Fig. 1: run 1, M1 wires
Bar = 20 um.
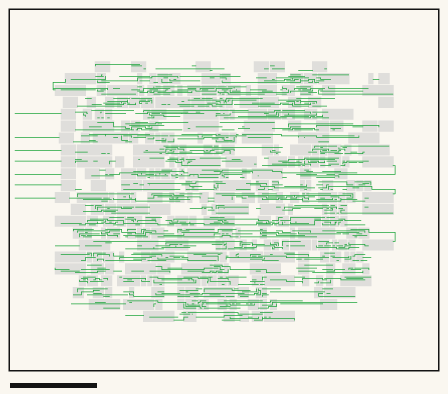
Fig. 2: run 1, M2 wires
Bar = 20 um.
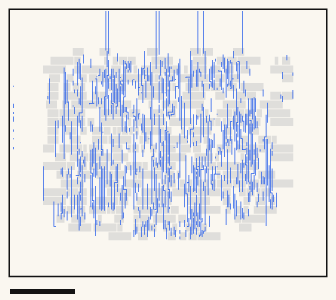
Fig. 3: run 1, signal wires on met3
Bar = 20 um.
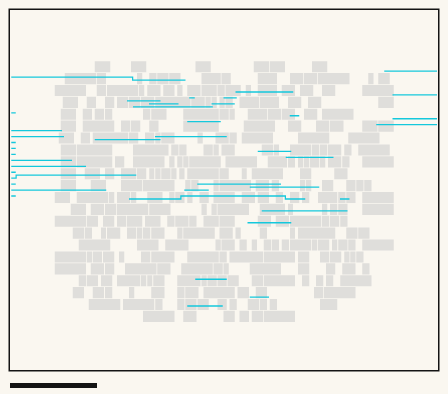
Fig. 4: run 1, pin map
Bar = 20 um. Pins as bars across the die edge, other pins in gray.
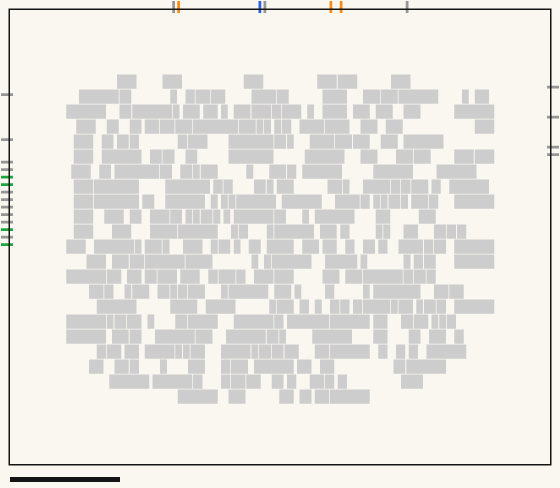
==> src/rtl/i2c_bus_arbiter.sv <==
`default_nettype none
// i2c_bus_arbiter: round-robin single-owner arbitration of a shared open-drain I2C bus,
// with post-release bus-free gap and optional hold watchdog. Rev 1.0
module i2c_bus_arbiter #(
  parameter int REQUESTER_COUNT = 4,
  parameter int BUS_FREE_CYCLES = 500,
  parameter int MAX_HOLD_CYCLES = 0
) (
  input  logic                       clock,
  input  logic                       reset,
  input  logic [REQUESTER_COUNT-1:0] request,
  output logic [REQUESTER_COUNT-1:0] grant,
  input  logic [REQUESTER_COUNT-1:0] req_scl_output,
  input  logic [REQUESTER_COUNT-1:0] req_sda_output,
  output logic                       scl_output,
  output logic                       sda_output,
  output logic [2:0]                 owner,
  output logic                       busy,
  output logic                       timeout
);

  localparam int IW = (REQUESTER_COUNT > 1) ? $clog2(REQUESTER_COUNT) : 1;

  typedef enum logic [1:0] {
    IDLE    = 2'd0,
    GRANTED = 2'd1,
    RELEASE = 2'd2
  } state_t;

  // Where a release or revocation lands depends only on whether a gap is configured.
  localparam state_t      AFTER_STATE = (BUS_FREE_CYCLES != 0) ? RELEASE : IDLE;
  localparam logic [31:0] GAP_LOAD    = (BUS_FREE_CYCLES != 0) ? 32'(BUS_FREE_CYCLES - 1) : 32'd0;
  localparam logic [31:0] HOLD_LAST   = (MAX_HOLD_CYCLES != 0) ? 32'(MAX_HOLD_CYCLES - 1) : 32'd0;

  state_t                     state_q;
  logic [REQUESTER_COUNT-1:0] grant_q;
  logic [REQUESTER_COUNT-1:0] lockout_q;
  logic [2:0]                 owner_q;
  logic [31:0]                gap_q;
  logic [31:0]                hold_q;
  logic                       timeout_q;

  logic [IW-1:0]              owner_idx;
  logic [REQUESTER_COUNT-1:0] eligible;
  logic [REQUESTER_COUNT-1:0] owner_onehot;
  logic                       found_d;
  logic [2:0]                 owner_d;
  logic [REQUESTER_COUNT-1:0] grant_d;
  logic                       expire;

  assign owner_idx    = owner_q[IW-1:0];
  assign eligible     = request & ~lockout_q;
  assign owner_onehot = REQUESTER_COUNT'(1) << owner_idx;
  assign expire       = (MAX_HOLD_CYCLES != 0) && (hold_q == HOLD_LAST);

  // Scan offsets from farthest to nearest so the nearest eligible index after owner wins.
  always_comb begin
    logic [31:0] sum;
    sum     = 32'd0;
    found_d = 1'b0;
    owner_d = owner_q;
    grant_d = '0;
    for (int k = REQUESTER_COUNT; k >= 1; k--) begin
      sum = 32'(owner_q) + 32'(k);
      if (sum >= 32'(REQUESTER_COUNT)) begin
        sum = sum - 32'(REQUESTER_COUNT);
      end
      if (eligible[sum[IW-1:0]]) begin
        found_d             = 1'b1;
        owner_d             = sum[2:0];
        grant_d             = '0;
        grant_d[sum[IW-1:0]] = 1'b1;
      end
    end
  end

  always_ff @(posedge clock) begin
    if (reset) begin
      state_q   <= IDLE;
      grant_q   <= '0;
      owner_q   <= 3'(REQUESTER_COUNT - 1);
      lockout_q <= '0;
      gap_q     <= 32'd0;
      hold_q    <= 32'd0;
      timeout_q <= 1'b0;
    end else begin
      timeout_q <= 1'b0;
      lockout_q <= lockout_q & request;
      case (state_q)
        IDLE: begin
          if (found_d) begin
            owner_q <= owner_d;
            grant_q <= grant_d;
            hold_q  <= 32'd0;
            state_q <= GRANTED;
          end
        end
        GRANTED: begin
          if (!request[owner_idx]) begin
            grant_q <= '0;
            gap_q   <= GAP_LOAD;
            state_q <= AFTER_STATE;
          end else if (expire) begin
            grant_q   <= '0;
            timeout_q <= 1'b1;
            lockout_q <= (lockout_q & request) | owner_onehot;
            gap_q     <= GAP_LOAD;
            state_q   <= AFTER_STATE;
          end else if (hold_q != 32'hFFFF_FFFF) begin
            hold_q <= hold_q + 32'd1;
          end
        end
        RELEASE: begin
          if (gap_q == 32'd0) begin
            state_q <= IDLE;
          end else begin
            gap_q <= gap_q - 32'd1;
          end
        end
        default: state_q <= IDLE;
      endcase
    end
  end

  assign grant      = grant_q;
  assign owner      = owner_q;
  assign busy       = (state_q != IDLE);
  assign timeout    = timeout_q;
  assign scl_output = (state_q == GRANTED) ? req_scl_output[owner_idx] : 1'b1;
  assign sda_output = (state_q == GRANTED) ? req_sda_output[owner_idx] : 1'b1;

endmodule
`default_nettype wire

==> config.mk <==
export PLATFORM = sky130hd
export DESIGN_NAME = i2c_bus_arbiter
export DESIGN_NICKNAME = d
export VERILOG_FILES = /design/src/rtl/i2c_bus_arbiter.sv
export SDC_FILE = /design/constraint.sdc
export NUM_CORES = 1
export LEC_CHECK = 0
export CAP_MARGIN = 20
export CORE_ASPECT_RATIO = 0.8
export CORE_MARGIN = 10
export CORE_UTILIZATION = 55
export CTS_CLUSTER_SIZE = 25
export DETAILED_ROUTE_END_ITERATION = 6
export GPL_TIMING_DRIVEN = 0
export HOLD_SLACK_MARGIN = 0.12
export PLACE_DENSITY = 0.77
export SETUP_SLACK_MARGIN = 0.1
export SLEW_MARGIN = 0
export SYNTH_ARGS = -nofsm -noshare
export SYNTH_HDL_FRONTEND = slang
export SYNTH_SLANG_ARGS = --single-unit
==> constraint.sdc <==
create_clock -name clock -period 6.1 [get_ports clock]
set_input_delay 1.22 -clock clock [delete_from_list [all_inputs] [get_ports clock]]
set_output_delay 1.22 -clock clock [all_outputs]
set_load 0.05 [all_outputs]
==> notes.md, run 1 <==
run metrics: yosys cell count 292, utilization after layout 65.8%, combinational gate area 1680 um^2, Mapped Area 2670 um^2, Endpoint, Worst Hold owner[2]$_SDFFE_PP0P_, critical path's most frequent cell clkdlybuf4s50_1, Overall Global Routing Usage 15.6%, most numerous logic cell after layout dfxtp_1, Synth top area share 33.7%, largest power group combinational cells, portion of total power attributed to combinational logic 56.9%, Total Power 0.00136 W, crit path max-delay cell type clkdlybuf4s50_1, final hold violation count 0, post-synthesis net count 313, fraction of power consumed by sequential logic 29.3%, count of different cell masters after synthesis 58, endpoint type of the worst setup path output pin, Worst Hold Slack 0.440 ns, Core Box Area 4650 um^2, Synth flops 45, switching part of the total power 47.6%, CTS tree yes, post-synthesis area per instance 9.15 um^2, yosys-reported design area after synthesis 2670 um^2, actual transition at the worst max-transition pin 0.617 ns, Max-Slew Margin vs Limit 58.8%, biggest area consumer among synthesized cells dfxtp_1, core utilization before placement 57.4%, Main area contributors dfxtp_1 34%, mux4_2 5.9%, or4_1 3.9%, nor2_1 3.5%, ha_1 3.3%, Worst Setup Slack, final 1.82 ns, register ranked first by flip-flop count gap_q, Finished Layout Cells 382, number of endpoints failing setup at the final stage 0, worst vdd rail ir drop 0.229 mV, aoi share 23.7%, number of cells on the worst hold path 2, Top Layout Cells 45 x dfxtp_1, 25 x nor2_1, 23 x clkdlybuf4s50_1, final-layout fill cell count 390, CP max FO 1, RR Endpoint grant[3]$_SDFFE_PP0P_, number of logic inverters in the finished layout 7, number of multi-input logic gates 227, final critical delay including setup and external delays 4.28 ns, Net Sw Power 0.000645 W, count of non-CTS buffers in the layout 36, sequential fraction of total cell area 29.4%, WP data required 4.88 ns, fmax 234 MHz, layout clock buffer count 7, beginning of the worst hold path owner[2]$_SDFFE_PP0P_, count of placed standard cells including taps 375, Post-route DRC 0, warning count from the yosys run 0, clock distribution power 0.000187 W, Final Max Slew Viols 0, Post-Route Skew 0.00755 ns, Dominant combinational family simple AND/OR/NAND/NOR gates, portion of the post-synthesis area used by sequential elements 33.7%, Clock Pin Slew Worst Setup and Hold Paths 0.08 ns, layout overhead on the synthesized area 14.7%, buffer levels on the longest clock path 2, CTS H-Tree Depth 2, net total in the final layout 343, P_comb 0.000771 W, area of the die 8060 um^2, wire per inst 16.6 um, combinational fraction of the cell area 54.8%, fraction of final layout cells with drive strength greater than 1 10.9%, power density cells 443 nW/um^2, Root Driver clkbuf_8, sequential-cell power consumption 0.000398 W, max-capacitance violation count 0, TritonRoute pass-1 iters 4, crit-path cells clkdlybuf4s50_1 > mux4_2 > or2_2 > clkdlybuf4s50_1, number of cells traversed by the worst register-to-register path 7, HPWL after detailed placement 4670 um, worst slack at placement 1.81 ns, critical path data arrival time 3.06 ns, placement row count 22, biggest cell category by area in the final layout logic gates, Pleak 1.10 nW, number of synthesized flops with an enable pin 0, outcome completed, worst skew pair latency 0.30 ns, proportion of synthesized flip-flops having asynchronous set or reset 0%, pin count of the biggest net entering global routing 13, max FFs per register 32, most frequently used cell type in the post-synthesis netlist dfxtp_1, total negative setup slack 0 ns, area share of fa/ha/maj cells after synthesis 3.28%, reg2reg start owner[0]$_SDFFE_PP1P_, RSZ-0062 raised after global routing false, family with the most delay on the worst path buffers and inverters, flop count 45, xor/xnor share 2.95%, number of global-route vias before repair 2,130, number of warnings in the stage logs 31
-- Fig. 1 (at the start) --
nets with wire on the layer: 315
longest straight run: 34.0 um
share of all routed wire: 52%
wire length on this layer: 3,310 um
main direction: horizontal
met1 global-route usage: 22.4%
total number of vias: 2,435

-- Fig. 2 (at the start) --
wire length on this layer: 2,570 um
main direction: vertical
Total Routed Length: 6350 um
GR Layer Usage met2: 22.0%

-- Fig. 3 (at the start) --
wire length on this layer: 436 um
share of all routed wire: 6.9%
longest straight run: 27.6 um
main direction: horizontal
M3 GR Usage: 4.40%

-- Fig. 4 (at the start) --
legend:
  orange:
    port: `owner`
    pins: 3
    direction: output
    edge: top
  green:
    port: `req_scl_output`
    pins: 4
    direction: input
    edge: left
  blue:
    port: `reset`
    pins: 1
    direction: input
    edge: top
all pins by edge: 14 left, 7 top, 4 right
Chip Height: 82.3 um
count of buffers from port buffering: 23
horizontal die dimension: 97.9 um

## run 1: tightest hold or removal path: stages, from the launching register on
cell,delay [ns]
dfxtp_1,0.32
nand2_1,0.05
a21oi_1,0.04
## run 1: routing by layer
layer	wire, um	GRT usage, %
met5	0	0
met4	25	4.20
met3	436	4.40
met2	2570	22.0
met1	3310	22.4
## run 1: how the worst max path moves through the flow
stage	startpoint	to	slack (ns)	cells past startpoint
floorplan	req_scl_output[3]	scl_output	2.82	2
global placement	req_scl_output[0]	scl_output	1.82	4
detailed placement	req_scl_output[0]	scl_output	1.81	4
CTS	req_scl_output[0]	scl_output	1.80	4
global route	req_scl_output[0]	scl_output	1.75	4
finish	req_scl_output[0]	scl_output	1.82	4
==> run 2, diff against run 1 <==
==> constraint.sdc (replaced) <==
create_clock -name clock -period 4.26 [get_ports clock]
set_input_delay 0.852 -clock clock [delete_from_list [all_inputs] [get_ports clock]]
set_output_delay 0.852 -clock clock [all_outputs]
set_load 0.05 [all_outputs]
Fig. 5: run 2, M1 wires
Bar = 20 um.
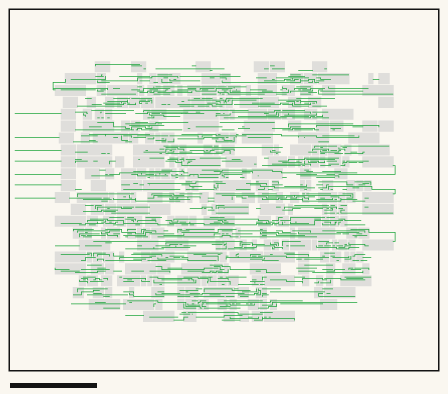
main direction: horizontal
nets with wire on the layer: 315
share of all routed wire: 52%

Fig. 6: run 2, M2 wires
Bar = 20 um.
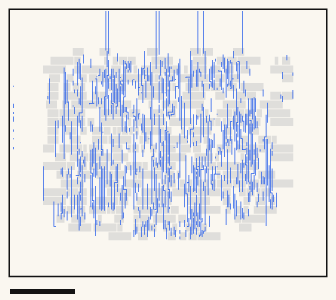
share of all routed wire: 41%
main direction: vertical
longest straight run: 28.2 um
wire length on this layer: 2,570 um
nets with wire on the layer: 284

==> notes.md, run 2 <==
run metrics: warning count from the yosys run 0 (unchanged), Top-Level Pins 25, Net Sw Power 0.000924 W (+43%), crit-path cells clkdlybuf4s50_1 > mux4_2 > or2_2 > clkdlybuf4s50_1, TritonRoute pass-1 iters 4 (unchanged), post-synthesis net count 313 (unchanged), Tcrit/Tclk final 83.2%, Max-Slew Margin vs Limit 58.8% (unchanged), top cells by instance count after synthesis 45 x dfxtp_1, 25 x nor2_1, 17 x a21oi_1, 14 x nand2_1, 14 x or4_1, global route hottest layer met1, fraction of final layout cells with drive strength greater than 1 10.9% (unchanged), buffer levels on the longest clock path 2 (unchanged), Worst Hold Slack 0.440 ns (unchanged), start-to-end type of the worst setup path input pin to output pin, Endpoint, Worst Hold owner[2]$_SDFFE_PP0P_, DR WL met2 2570 um (unchanged), DR top layer met4, Main area contributors dfxtp_1 34%, mux4_2 5.9%, or4_1 3.9%, nor2_1 3.5%, ha_1 3.3%, count of buffers from port buffering 23 (unchanged), RSZ-0062 raised after global routing false, post-synthesis area per instance 9.15 um^2 (unchanged), HPWL after detailed placement 4670 um (unchanged), Post-route DRC 0 (unchanged), most numerous logic cell after layout dfxtp_1, CP max FO 1 (unchanged), yosys-reported design area after synthesis 2670 um^2 (unchanged), power density cells 634 nW/um^2 (+43%), switching part of the total power 47.6% (about the same), endpoint type of the worst setup path output pin, Synth top area share 33.7% (unchanged), beginning of the worst hold path owner[2]$_SDFFE_PP0P_, Main synth FF type dfxtp_1, fraction of power consumed by sequential logic 29.3% (about the same), total negative setup slack 0 ns (unchanged), Clock Pin Slew Worst Setup and Hold Paths 0.08 ns (about the same), core utilization before placement 57.4% (unchanged), crit path max-delay cell type clkdlybuf4s50_1, part of the total power dissipated in the clock network 13.8%, termination of the worst setup path scl_output, number of synthesized flops with an enable pin 0 (unchanged), worst vdd rail ir drop 0.327 mV (+43%), final hold violation count 0 (unchanged), design internal power 0.00102 W, Top Layout Cells 45 x dfxtp_1, 25 x nor2_1, 23 x clkdlybuf4s50_1, biggest area consumer among synthesized cells dfxtp_1, Via-to-Cell Ratio 6.37, Chip Height 82.3 um (unchanged), count of placed standard cells including taps 375 (unchanged), instance area after placement 2980 um^2, family with the most delay on the worst path buffers and inverters, Worst Setup Slack, final 0.715 ns (-1.10 ns), Finished Layout Cells 382 (unchanged), Mapped Area 2670 um^2 (unchanged), worst skew pair latency 0.30 ns (about the same), layout overhead on the synthesized area 14.7% (unchanged), GR Layer Usage met2 22.0% (unchanged), reg2reg start owner[0]$_SDFFE_PP1P_, sequential-cell power consumption 0.000570 W (+43%), RR Endpoint grant[3]$_SDFFE_PP0P_, Pleak 1.10 nW (unchanged), P_comb 0.00110 W (+43%), total global routing overflow 0, number of cells on the worst hold path 2 (unchanged), number of warnings in the stage logs 31 (unchanged), pin count of the biggest net entering global routing 13 (unchanged), diode insertion count for antenna repair 0, worst slack at placement 0.706 ns (-1.10 ns), M3 GR Usage 4.40% (unchanged), clock distribution power 0.000267 W (+43%), placement row count 22 (unchanged), portion of the post-synthesis area used by sequential elements 33.7% (unchanged), number of endpoints failing setup at the final stage 0 (unchanged), # resized after CTS 0, worst setup path start req_scl_output[0], CTS tree yes, launching element type of the critical path input pin, post-route cell area 3060 um^2, yosys cell count 292 (unchanged), Root Driver clkbuf_8, count of hold buffers inserted by post-cts repair 0, met1 global-route usage 22.4% (unchanged), Final Max Slew Viols 0 (unchanged), total clock buffers created by CTS 5, number of global-route vias before repair 2,130 (unchanged), Total Power 0.00194 W (+43%), number of cells traversed by the worst register-to-register path 7 (unchanged), Critical Path Stages 4 (unchanged), wire per inst 16.6 um (unchanged), starting DRC count in detailed routing 204, Reg2Reg Setup Slack 1.52 ns, proportion of synthesized flip-flops having asynchronous set or reset 0% (unchanged), most frequently used cell type in the post-synthesis netlist dfxtp_1, total number of vias 2,435 (unchanged), max FFs per register 32 (unchanged), outcome completed, critical path's most frequent cell clkdlybuf4s50_1, clock tree sinks 45, Overall Global Routing Usage 15.6% (unchanged), Core Box Area 4650 um^2 (unchanged), portion of total power attributed to combinational logic 56.9% (about the same), largest power group combinational cells, fmax 282 MHz, horizontal die dimension 97.9 um (unchanged), met1 routed wirelength after detailed routing 3310 um (unchanged), utilization after layout 65.8% (unchanged), area of the die 8060 um^2 (unchanged), Worst Hold Class flip-flop to flip-flop, Total Routed Length 6350 um (unchanged), total length of routed met3 wires 436 um (unchanged), net total in the final layout 343 (unchanged), critical path data arrival time 2.69 ns (-0.37 ns), WP data required 3.41 ns (-1.47 ns), stage delay of the slowest cell on the critical path 0.71 ns, register ranked first by flip-flop count gap_q, Post-Route Skew 0.00755 ns (unchanged), count of different cell masters after synthesis 58 (unchanged), actual transition at the worst max-transition pin 0.617 ns (unchanged), max-capacitance violation count 0 (unchanged), CTS H-Tree Depth 2 (unchanged), final critical delay including setup and external delays 3.55 ns, Synth flops 45 (unchanged)
[run 2: cells by family (layout without fill, tap and decap cells)]
group           Yosys count  in the layout  synth area share [%]
compound gates           81             81                  23.7
xor+xnor                  9              9                  2.95
fa+ha+maj                 7              7                  3.28
buf+inv                  20             50                  3.47
flops                    45             45                  33.7
mux                      11             11                  7.40
other cells               1              1                 0.140
simple gates            118            118                  25.4
[run 2: worst min-delay path, stage by stage (launching register included)]
cell	delay, ns
dfxtp_1	0.32
nand2_1	0.05
a21oi_1	0.04
[run 2: layout make-up]
type | instances | area [um^2]
buffer | 13 | 66.3
clock buffer | 7 | 86.3
fill | 390 | 1590
inverter | 7 | 26.3
multi-input combinational | 227 | 1680
sequential | 45 | 901
tap | 60 | 75.1
timing repair buffer | 23 | 230
==> run 3, diff against run 2 <==
==> constraint.sdc (replaced) <==
create_clock -name clock -period 3.7 [get_ports clock]
set_input_delay 0.74 -clock clock [delete_from_list [all_inputs] [get_ports clock]]
set_output_delay 0.74 -clock clock [all_outputs]
set_load 0.05 [all_outputs]
Fig. 7: run 3, M2 wires
Bar = 20 um.
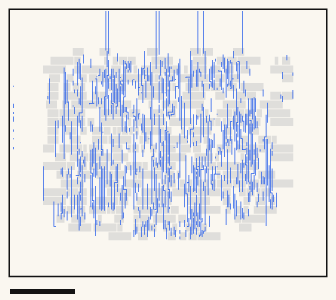
main direction: vertical
longest straight run: 28.2 um
share of all routed wire: 41%

Fig. 8: run 3, signal wires on met3
Bar = 20 um.
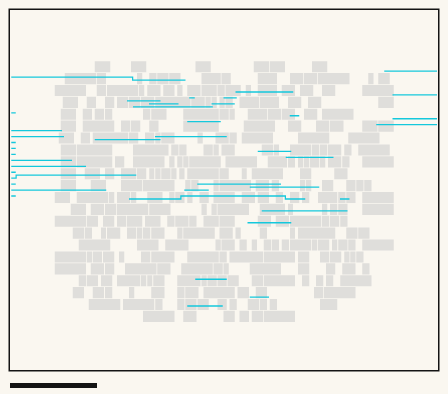
share of all routed wire: 6.9%
longest straight run: 27.6 um

==> notes.md, run 3 <==
run metrics: worst skew pair latency 0.30 ns (about the same), total global routing overflow 0 (unchanged), Synth flops 45 (unchanged), pin count of the biggest net entering global routing 13 (unchanged), utilization after layout 65.8% (unchanged), number of cells on the worst hold path 2 (unchanged), design internal power 0.00117 W (+15%), total negative setup slack 0 ns (unchanged), Synth top area share 33.7% (unchanged), number of warnings in the stage logs 31 (unchanged), fraction of final layout cells with drive strength greater than 1 10.9% (unchanged), Total Routed Length 6350 um (unchanged), HPWL after detailed placement 4670 um (unchanged), number of synthesized flops with an enable pin 0 (unchanged), flop count 45 (unchanged), Via-to-Cell Ratio 6.37 (unchanged), Mapped Area 2670 um^2 (unchanged), Post-Route Skew 0.00755 ns (unchanged), total clock buffers created by CTS 5 (unchanged), top cells by instance count after synthesis 45 x dfxtp_1, 25 x nor2_1, 17 x a21oi_1, 14 x nand2_1, 14 x or4_1, area fraction of clock buffers and clock inverters 2.82% (unchanged), part of the total power dissipated in the clock network 13.8% (about the same), Worst Setup Slack, final 0.344 ns (-0.370 ns), max FFs per register 32 (unchanged), starting DRC count in detailed routing 204 (unchanged), biggest area consumer among synthesized cells dfxtp_1, Main synth FF type dfxtp_1, stage delay of the slowest cell on the critical path 0.71 ns (about the same), post-synthesis net count 313 (unchanged), yosys cell count 292 (unchanged), Clock Pin Slew Worst Setup and Hold Paths 0.08 ns (about the same), Final Max Slew Viols 0 (unchanged), outcome completed, worst slack at placement 0.370 ns (-0.336 ns), area of the die 8060 um^2 (unchanged), reg2reg start owner[0]$_SDFFE_PP1P_, register area 901 um^2 (unchanged), Core Box Area 4650 um^2 (unchanged), combinational fraction of the cell area 54.8% (unchanged), combined buffer and inverter count along the critical path 2, P_comb 0.00127 W (+20%), net total in the final layout 343 (unchanged), power density cells 730 nW/um^2 (+15%), CTS tree yes, Root Driver clkbuf_8, layout clock buffer count 7 (unchanged), critical path data arrival time 2.62 ns (-0.07 ns), non-clock buffer share of cell area 9.68% (unchanged), fraction of power consumed by sequential logic 29.3% (about the same), number of cells traversed by the worst register-to-register path 7 (unchanged), number of tapcells 60 (unchanged), buffer levels on the longest clock path 2 (unchanged), Critical Path Stages 4 (unchanged), CTS H-Tree Depth 2 (unchanged), horizontal die dimension 97.9 um (unchanged), crit-path cells buf_2 > mux4_2 > or2_2 > clkdlybuf4s50_1, yosys-reported design area after synthesis 2670 um^2 (unchanged), final-layout fill cell count 390 (unchanged), count of non-CTS buffers in the layout 36 (unchanged), actual transition at the worst max-transition pin 0.617 ns (unchanged), Overall Global Routing Usage 15.6% (unchanged), final hold violation count 0 (unchanged), Endpoint, Worst Hold owner[2]$_SDFFE_PP0P_, post-synthesis area per instance 9.15 um^2 (unchanged), Pleak 1.10 nW (unchanged), fmax 298 MHz, Top-Level Pins 25 (unchanged), beginning of the worst hold path owner[2]$_SDFFE_PP0P_, Worst Hold Class flip-flop to flip-flop, Tcrit/Tclk final 90.7%, most numerous logic cell after layout dfxtp_1, TritonRoute pass-1 iters 4 (unchanged), portion of the post-synthesis area used by sequential elements 33.7% (unchanged), worst vdd rail ir drop 0.377 mV (+15%), proportion of synthesized flip-flops having asynchronous set or reset 0% (unchanged), diode insertion count for antenna repair 0 (unchanged), Top Layout Cells 45 x dfxtp_1, 25 x nor2_1, 23 x clkdlybuf4s50_1, CP max FO 10 (+9), Max-Slew Margin vs Limit 58.8% (unchanged), register ranked first by flip-flop count gap_q, sequential fraction of total cell area 29.4% (unchanged), launching element type of the critical path flip-flop, number of endpoints failing setup at the final stage 0 (unchanged), instance area after placement 2980 um^2 (unchanged), combinational gate area 1680 um^2 (unchanged), RSZ-0062 raised after global routing false, switching part of the total power 47.6% (about the same), # resized after CTS 0 (unchanged), total number of vias 2,435 (unchanged), count of hold buffers inserted by post-cts repair 0 (unchanged), clock distribution power 0.000308 W (+15%), global-route wire length before repair 10,500 um, portion of total power attributed to combinational logic 56.9% (about the same), most frequently used cell type in the post-synthesis netlist dfxtp_1, endpoint type of the worst setup path output pin, start-to-end type of the worst setup path flip-flop to output pin, Reg2Reg Setup Slack 0.96 ns (-0.56 ns), Post-route DRC 0 (unchanged), warning count from the yosys run 0 (unchanged), worst setup path start owner[0]$_SDFFE_PP1P_, number of antenna violations at the first check in global routing 0, core utilization before placement 57.4% (unchanged), termination of the worst setup path scl_output, WP data required 2.96 ns (-0.45 ns), final critical delay including setup and external delays 3.36 ns, Net Sw Power 0.00106 W (+15%), number of multi-input logic gates 227 (unchanged), antenna violation net count after detailed routing 0, count of mapped cells out of synthesis 292, placement row count 22 (unchanged), crit path max-delay cell type clkdlybuf4s50_1, Total Power 0.00224 W (+15%), count of buffers from port buffering 23 (unchanged), number of logic inverters in the finished layout 7 (unchanged), family with the most delay on the worst path buffers and inverters, biggest cell category by area in the final layout logic gates, clock tree sinks 45 (unchanged), Chip Height 82.3 um (unchanged), max-capacitance violation count 0 (unchanged), RR Endpoint grant[3]$_SDFFE_PP0P_, Main area contributors dfxtp_1 34%, mux4_2 5.9%, or4_1 3.9%, nor2_1 3.5%, ha_1 3.3%, Finished Layout Cells 382 (unchanged), layout overhead on the synthesized area 14.7% (unchanged), largest power group combinational cells, count of placed standard cells including taps 375 (unchanged), sequential-cell power consumption 0.000656 W (+15%), Worst Hold Slack 0.440 ns (unchanged), count of different cell masters after synthesis 58 (unchanged), number of global-route vias before repair 2,130 (unchanged), post-route cell area 3060 um^2 (unchanged), wire per inst 16.6 um (unchanged)
-- run 3: cell counts in the layout (fill, tap and decap cells not counted) --
No cell type changed its count.
-- run 3: kinds of logic after synthesis --
kind of cell    Yosys count  share of synthesized area, %
other cells               1                         0.140
buf+inv                  20                          3.47
fa+ha+maj                 7                          3.28
xor+xnor                  9                          2.95
compound gates           81                          23.7
mux                      11                          7.40
flops                    45                          33.7
simple gates            118                          25.4
-- run 3: per-layer routing --
metal / GRT usage, % / part of all wire [%] / up-vias
li1: - / - / 1206
met1: 22.4 / 52 / 1159
met2: 22.0 / 41 / 68
met3: 4.40 / 6.9 / 2
met4: 4.20 / 0.39 / 0
met5: 0 / 0 / -
-- run 3: tightest hold or removal path, stage by stage, from the launching register on --
cell	delay, ns
dfxtp_1	0.32
nand2_1	0.05
a21oi_1	0.04
No activity file was given, so power comes from the tool's default toggle rates.
